--- config.mk ---
export PLATFORM = sky130hd
export DESIGN_NAME = rr_decode_arbiter_flat
export DESIGN_NICKNAME = d
export VERILOG_FILES = /design/src/rtl/rr_decode_arbiter_if.sv /design/src/rtl/rr_decode_arbiter.sv /design/src/flat_wrapper.sv
export SDC_FILE = /design/constraint.sdc
export NUM_CORES = 1
export LEC_CHECK = 0
export CORE_MARGIN = 1
export CORE_UTILIZATION = 60
export CTS_CLUSTER_SIZE = 25
export DETAILED_ROUTE_END_ITERATION = 10
export PLACE_DENSITY = 0.82
export REMOVE_ABC_BUFFERS = 1
export SETUP_SLACK_MARGIN = 0.4
export SYNTH_ARGS = -nofsm -noshare
export SYNTH_HDL_FRONTEND = slang
export SYNTH_SLANG_ARGS = --single-unit
--- constraint.sdc ---
create_clock -name clk -period 12.8 [get_ports clk]
set_input_delay 2.56 -clock clk [delete_from_list [all_inputs] [get_ports clk]]
set_output_delay 2.56 -clock clk [all_outputs]
set_load 0.05 [all_outputs]
--- src/rtl/rr_decode_arbiter_if.sv ---
// Purpose: request/grant bundle between 32 requesters and the round-robin decode arbiter.
// Latency: none, wires only.
// Backpressure: none; requests are level-held and the owner ends its grant with release_i.
interface rr_decode_arbiter_if #(
  parameter int N     = 32,
  parameter int IDX_W = 5
);
  logic [N-1:0]     req_i;
  logic             release_i;
  logic             grant_valid_o;
  logic [IDX_W-1:0] grant_idx_o;
  logic [N-1:0]     grant_onehot_o;
  logic             timeout_o;

  // Requester side drives requests and release, observes the grant.
  modport master (
    output req_i, release_i,
    input  grant_valid_o, grant_idx_o, grant_onehot_o, timeout_o
  );

  // Arbiter side.
  modport slave (
    input  req_i, release_i,
    output grant_valid_o, grant_idx_o, grant_onehot_o, timeout_o
  );
endinterface

--- src/rtl/rr_decode_arbiter.sv ---
// Purpose: round-robin arbiter granting one of 32 requesters a decoded one-hot select line.
// Latency: 1 cycle from request sampled in IDLE to grant visible; at least one IDLE cycle between grants.
// Backpressure: grant held until release, request drop or MAX_HOLD timeout; other requesters wait.
module rr_decode_arbiter #(
  parameter int N        = 32,
  parameter int IDX_W    = 5,
  parameter int MAX_HOLD = 16,
  parameter int CNT_W    = 8
) (
  input logic             clk,
  input logic             rst,
  rr_decode_arbiter_if.slave bus
);

  typedef enum logic {IDLE, GRANT} state_t;

  state_t           state_q;
  logic [IDX_W-1:0] ptr_q;
  logic [IDX_W-1:0] idx_q;
  logic [CNT_W-1:0] cnt_q;
  logic             vld_q;
  logic             to_q;
  logic [N-1:0]     oh_q;

  logic             win_found_d;
  logic [IDX_W-1:0] win_idx_d;
  logic [IDX_W-1:0] cand_d;
  logic [N-1:0]     win_oh_d;
  logic             rel_end_d;
  logic             drop_end_d;
  logic             hold_end_d;
  logic             end_grant_d;

  // Search upward from the slot after the last owner, wrapping; first set request wins.
  always_comb begin
    win_found_d = 1'b0;
    win_idx_d   = '0;
    cand_d      = '0;
    for (int k = 0; k < N; k++) begin
      cand_d = ptr_q + IDX_W'(k + 1);
      if (!win_found_d && bus.req_i[cand_d]) begin
        win_found_d = 1'b1;
        win_idx_d   = cand_d;
      end
    end
  end

  // Decode the next owner so the one-hot register loads together with the index.
  always_comb begin
    win_oh_d = {{(N-1){1'b0}}, 1'b1} << win_idx_d;
  end

  // Grant end conditions; release and request drop take precedence over timeout.
  always_comb begin
    rel_end_d   = bus.release_i;
    drop_end_d  = !bus.req_i[idx_q];
    hold_end_d  = (MAX_HOLD != 0) && (cnt_q == CNT_W'(MAX_HOLD));
    end_grant_d = rel_end_d || drop_end_d || hold_end_d;
  end

  // Arbiter FSM with registered outputs; ptr starts at N-1 so the first search begins at 0.
  always_ff @(posedge clk or posedge rst) begin
    if (rst) begin
      state_q <= IDLE;
      ptr_q   <= '1;
      idx_q   <= '0;
      cnt_q   <= '0;
      vld_q   <= 1'b0;
      to_q    <= 1'b0;
      oh_q    <= '0;
    end else begin
      to_q <= 1'b0;
      case (state_q)
        IDLE: begin
          if (win_found_d) begin
            state_q <= GRANT;
            vld_q   <= 1'b1;
            idx_q   <= win_idx_d;
            oh_q    <= win_oh_d;
            cnt_q   <= CNT_W'(1);
          end
        end
        GRANT: begin
          if (end_grant_d) begin
            state_q <= IDLE;
            ptr_q   <= idx_q;
            vld_q   <= 1'b0;
            idx_q   <= '0;
            oh_q    <= '0;
            cnt_q   <= '0;
            to_q    <= hold_end_d && !rel_end_d && !drop_end_d;
          end else if (cnt_q != '1) begin
            cnt_q <= cnt_q + CNT_W'(1);
          end
        end
        default: state_q <= IDLE;
      endcase
    end
  end

  assign bus.grant_valid_o  = vld_q;
  assign bus.grant_idx_o    = idx_q;
  assign bus.grant_onehot_o = oh_q;
  assign bus.timeout_o      = to_q;

endmodule

--- src/flat_wrapper.sv ---
// flat-port wrapper written by rule: the top's interface ports become plain ports
module rr_decode_arbiter_flat 
#(
  parameter int N        = 32,
  parameter int IDX_W    = 5,
  parameter int MAX_HOLD = 16,
  parameter int CNT_W    = 8
)
  (clk, rst, bus_req_i, bus_release_i, bus_grant_valid_o, bus_grant_idx_o, bus_grant_onehot_o, bus_timeout_o);
  rr_decode_arbiter_if #(.N(N), .IDX_W(IDX_W)) bus_i ();
  input logic clk;
  input logic rst;
  input wire logic [$bits(bus_i.req_i)-1:0] bus_req_i;
  input wire logic [$bits(bus_i.release_i)-1:0] bus_release_i;
  output wire logic [$bits(bus_i.grant_valid_o)-1:0] bus_grant_valid_o;
  output wire logic [$bits(bus_i.grant_idx_o)-1:0] bus_grant_idx_o;
  output wire logic [$bits(bus_i.grant_onehot_o)-1:0] bus_grant_onehot_o;
  output wire logic [$bits(bus_i.timeout_o)-1:0] bus_timeout_o;
  assign bus_i.req_i = bus_req_i;
  assign bus_i.release_i = bus_release_i;
  assign bus_grant_valid_o = bus_i.grant_valid_o;
  assign bus_grant_idx_o = bus_i.grant_idx_o;
  assign bus_grant_onehot_o = bus_i.grant_onehot_o;
  assign bus_timeout_o = bus_i.timeout_o;
  rr_decode_arbiter #(.N(N), .IDX_W(IDX_W), .MAX_HOLD(MAX_HOLD), .CNT_W(CNT_W)) u_core (.clk(clk), .rst(rst), .bus(bus_i));
endmodule
==> impl_metrics.toml <==
# yosys + openroad results
[cts]
clock_latency_ns = 0.30
cts_tree = "yes"
post_cts_buffers = 0
h-tree-depth = 2
ctsLongestPathBuffers = 2
cts_hold_buffers = 0

[grt]
grt_max_degree = 55
grt_overflow = 0
grt_pass1_wl_mm = 53.68
grt_antenna_before_repair = 0
grt_pass1_vias = 9163

[worst_setup_path]
crit_arrival_ns = 8.06
slowest_stage = "mux2i_1"
start_kind = "primary input"
critPathBufInv = 1
worstPathRequired_ns = 13.03
setup.worst_path.end_class = "register"
max_stage_delay_ns = 0.96

[final_timing]
final_hold_viol_count = 0
slew_headroom_pct = 20.68
tns_ns = 0
rsz0062_at_grt = "false"
drv_slew = 0
finalCritPeriodShare_pct = 61.19
fmax_mhz = 127.7
setup_ws_ns = 4.967
setup_viol = 0
tightest_slew_ns = 1.157

[route]
wl_per_cell_um = 27.18
drtIter0Drc = 1427
dr_total_vias = 9967
finalWirelength_mm = 34.96
drtPass1Iterations = 6
drc = 0
viasPerCell = 7.750

[cells_and_area]
final_cell_mix = "nand2_1, mux2i_1, mux4_2, nor2_1, clkdlybuf4s50_1"
syn_to_final_growth_pct = 9.645

[logic_synthesis]
ys_seq_share_pct = 13.71
yosysTopAreaCellShare_pct = 21.56
synthArstFlopShare_pct = 100.0
synth_area_um2 = 9717
ff_type = "dfrtp_1"
syn_area_per_cell_um2 = 9.290
top_area_cell = "mux4_2"
yosys_area_um2 = 9717
ys_warn_count = 0
yosys_cells = 1046
ys_seq_elements = 53

[placement]
port_buffers = 73
dp_slack_ns = 4.856
dp_cells = 1278
place_congestion = 1.035

[floorplanning]
core_um2 = 15830
die_w_um = 129.3
io_pins = 74
fp_util_pct = 61.39
chipArea_um2 = 16710

[flow_run]
warning_count = 36

[outcome]
status = "finished, final reports clean"
## synth_stat cells, types with 16 or more instances
library cell,n
nand2_1,98
a32o_1,34
mux4_2,93
clkbuf_1,33
xnor2_1,22
inv_1,18
a21oi_1,57
dfrtp_1,48
o21ai_0,36
nand3_1,25
o22ai_1,16
buf_2,27
nor2_1,78
mux2i_1,96
nor3_1,23
mux2_2,33
## cell families (layout without fill, tap and decap cells)
logic type	after synthesis	in the layout	share of synthesized area [%]
AND-OR/OR-AND	288	288	21.63
multiplexers	231	231	36.56
buffers and inverters	102	126	5.138
AND/OR/NAND/NOR	323	323	17.50
XOR/XNOR	34	34	3.528
flip-flops	53	53	13.71
adder cells (fa/ha/maj)	15	15	1.931
## final timing paths
check	startpoint	endpoint	slack (ns)	cells after the start
setup / recovery	bus_req_i[27]	u_core.bus.grant_onehot_o[29]	4.97	14
hold / removal	u_core.bus.grant_onehot_o[11]	u_core.bus.grant_onehot_o[11]	0.49	1
setup reg to reg	u_core.ptr_q[1]	u_core.bus.grant_onehot_o[29]	5.49	16
hold reg to reg	u_core.bus.grant_onehot_o[11]	u_core.bus.grant_onehot_o[11]	0.49	1
max in group asynchronous	rst	u_core.bus.grant_onehot_o[13]	9.28	2
min in group asynchronous	rst	u_core.bus.grant_onehot_o[14]	2.87	2
## registers in the layout, summed over array words and instances (netlist names)
name,cells
u_core.ptr_q,5
u_core.bus.timeout_o,1
u_core.bus.grant_onehot_o,32
u_core.bus.grant_idx_o,5
u_core.state_q,1
u_core.bus.grant_valid_o,1
u_core.cnt_q,8
## per-stage QoR
step                      area (um2)  hold WS, ns  utilization [%]
after global placement         10480       0.4747            66.22
after floorplan                 9296       0.5427                -
after detailed placement       10480       0.4801            66.22
final                          10650       0.4909            67.31
after CTS                      10650       0.4950            67.31
after global routing           10650       0.5041            67.31
## per-layer routing
| layer | track usage (%) | vias to the layer above | part of all wire [%] |
|---|---|---|---|
| met1 | 58.46 | 4756 | 37 |
| met5 | 0 | - | 0 |
| li1 | - | 4209 | - |
| met4 | 20.97 | 0 | 5.3 |
| met2 | 64.10 | 840 | 44 |
| met3 | 8.877 | 162 | 13 |
## worst reg2reg max path, stage by stage, from the launching register on
cell       delay [ns]
dfstp_4          0.95
inv_1            0.41
ha_1             0.74
buf_4            0.41
mux4_2           0.43
mux2i_1          0.39
mux2i_1          0.23
mux2i_1          0.96
nor2b_2          0.45
nand2_1          0.26
a22oi_1          0.23
a21oi_1          0.10
o22a_1           0.17
a2bb2oi_1        0.17
nor4_2           0.47
o22a_1           0.61
a32o_1           0.27
## area by class of cell
class                      count  area (um2)
multi-input combinational    891        7885
fill                        1265        5174
sequential                    53        1336
timing repair buffer          97       910.9
tap                          216       270.3
clock buffer                   5       125.1
inverter                      21       78.83
clock inverter                 3       47.55
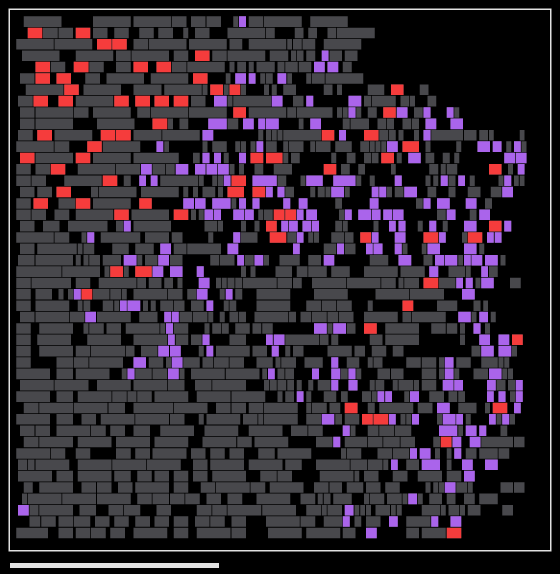
(gate families picked out)
Bar = 50 um.
Key: aoi and oai cells = purple [cells 217]; non-inverting ao/oa cells = red [cells 71]
combinational share of cell area: 74.01%
most common cell after layout, fill and taps aside: nand2_1
Finished Layout Cells: 1286

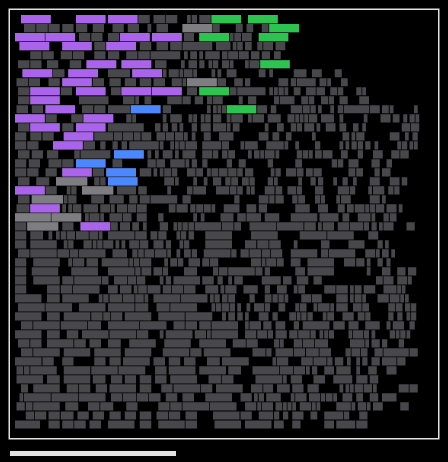
(register map, names as in the netlist)
Bar = 50 um. Other sequential cells in the stronger grey, the rest of the logic in the fainter grey.
Key: `u_core.cnt_q` = green [flops 8, where top middle]; `u_core.bus.grant_idx_o` = blue [flops 5]; `u_core.bus.grant_onehot_o` = purple [flops 32, where top left]
utilization of the core after routing: 67.31%
sequential fraction of total cell area: 12.54%
register area: 1336 um2

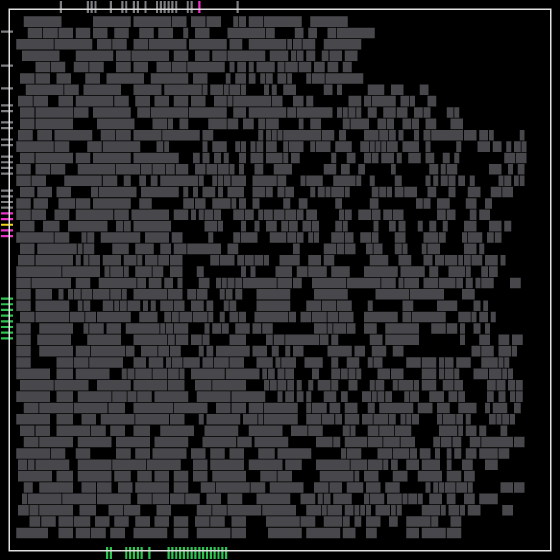
(ports around the boundary)
Pins as bars across the die edge, other pins in grey.
Key: `bus_grant_valid_o` = yellow [pins 1, direction output, edge left]; `bus_req_i` = green [pins 32, direction input, edge 24 bottom, 8 left]; `bus_grant_idx_o` = magenta [pins 5, direction output, edge 4 left, 1 top]
All pins by edge: 30 left, 24 bottom, 20 top.

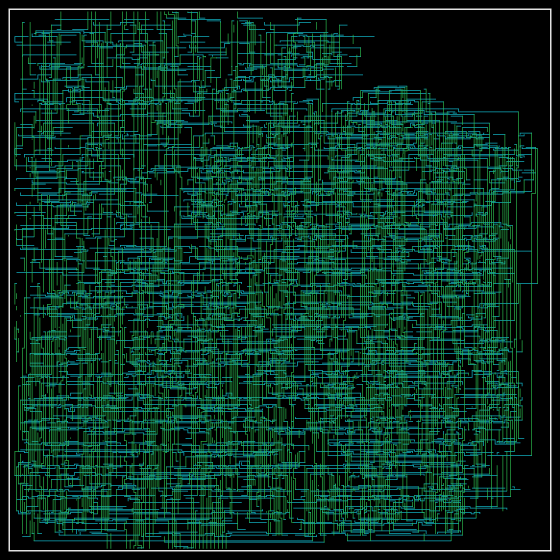
(wiring by layer)
Two of the layers only.
Key: M2 = green [wire length 15500 um]; M1 = cyan [wire length 13000 um]

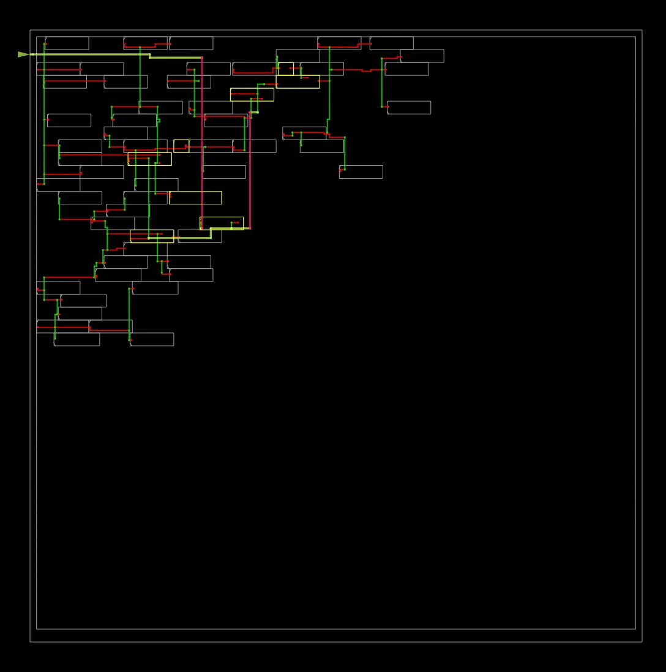
(the clock network)
clk_skew: 0.008242 ns
number of flip-flops and latches: 53
CTS buffer count: 5

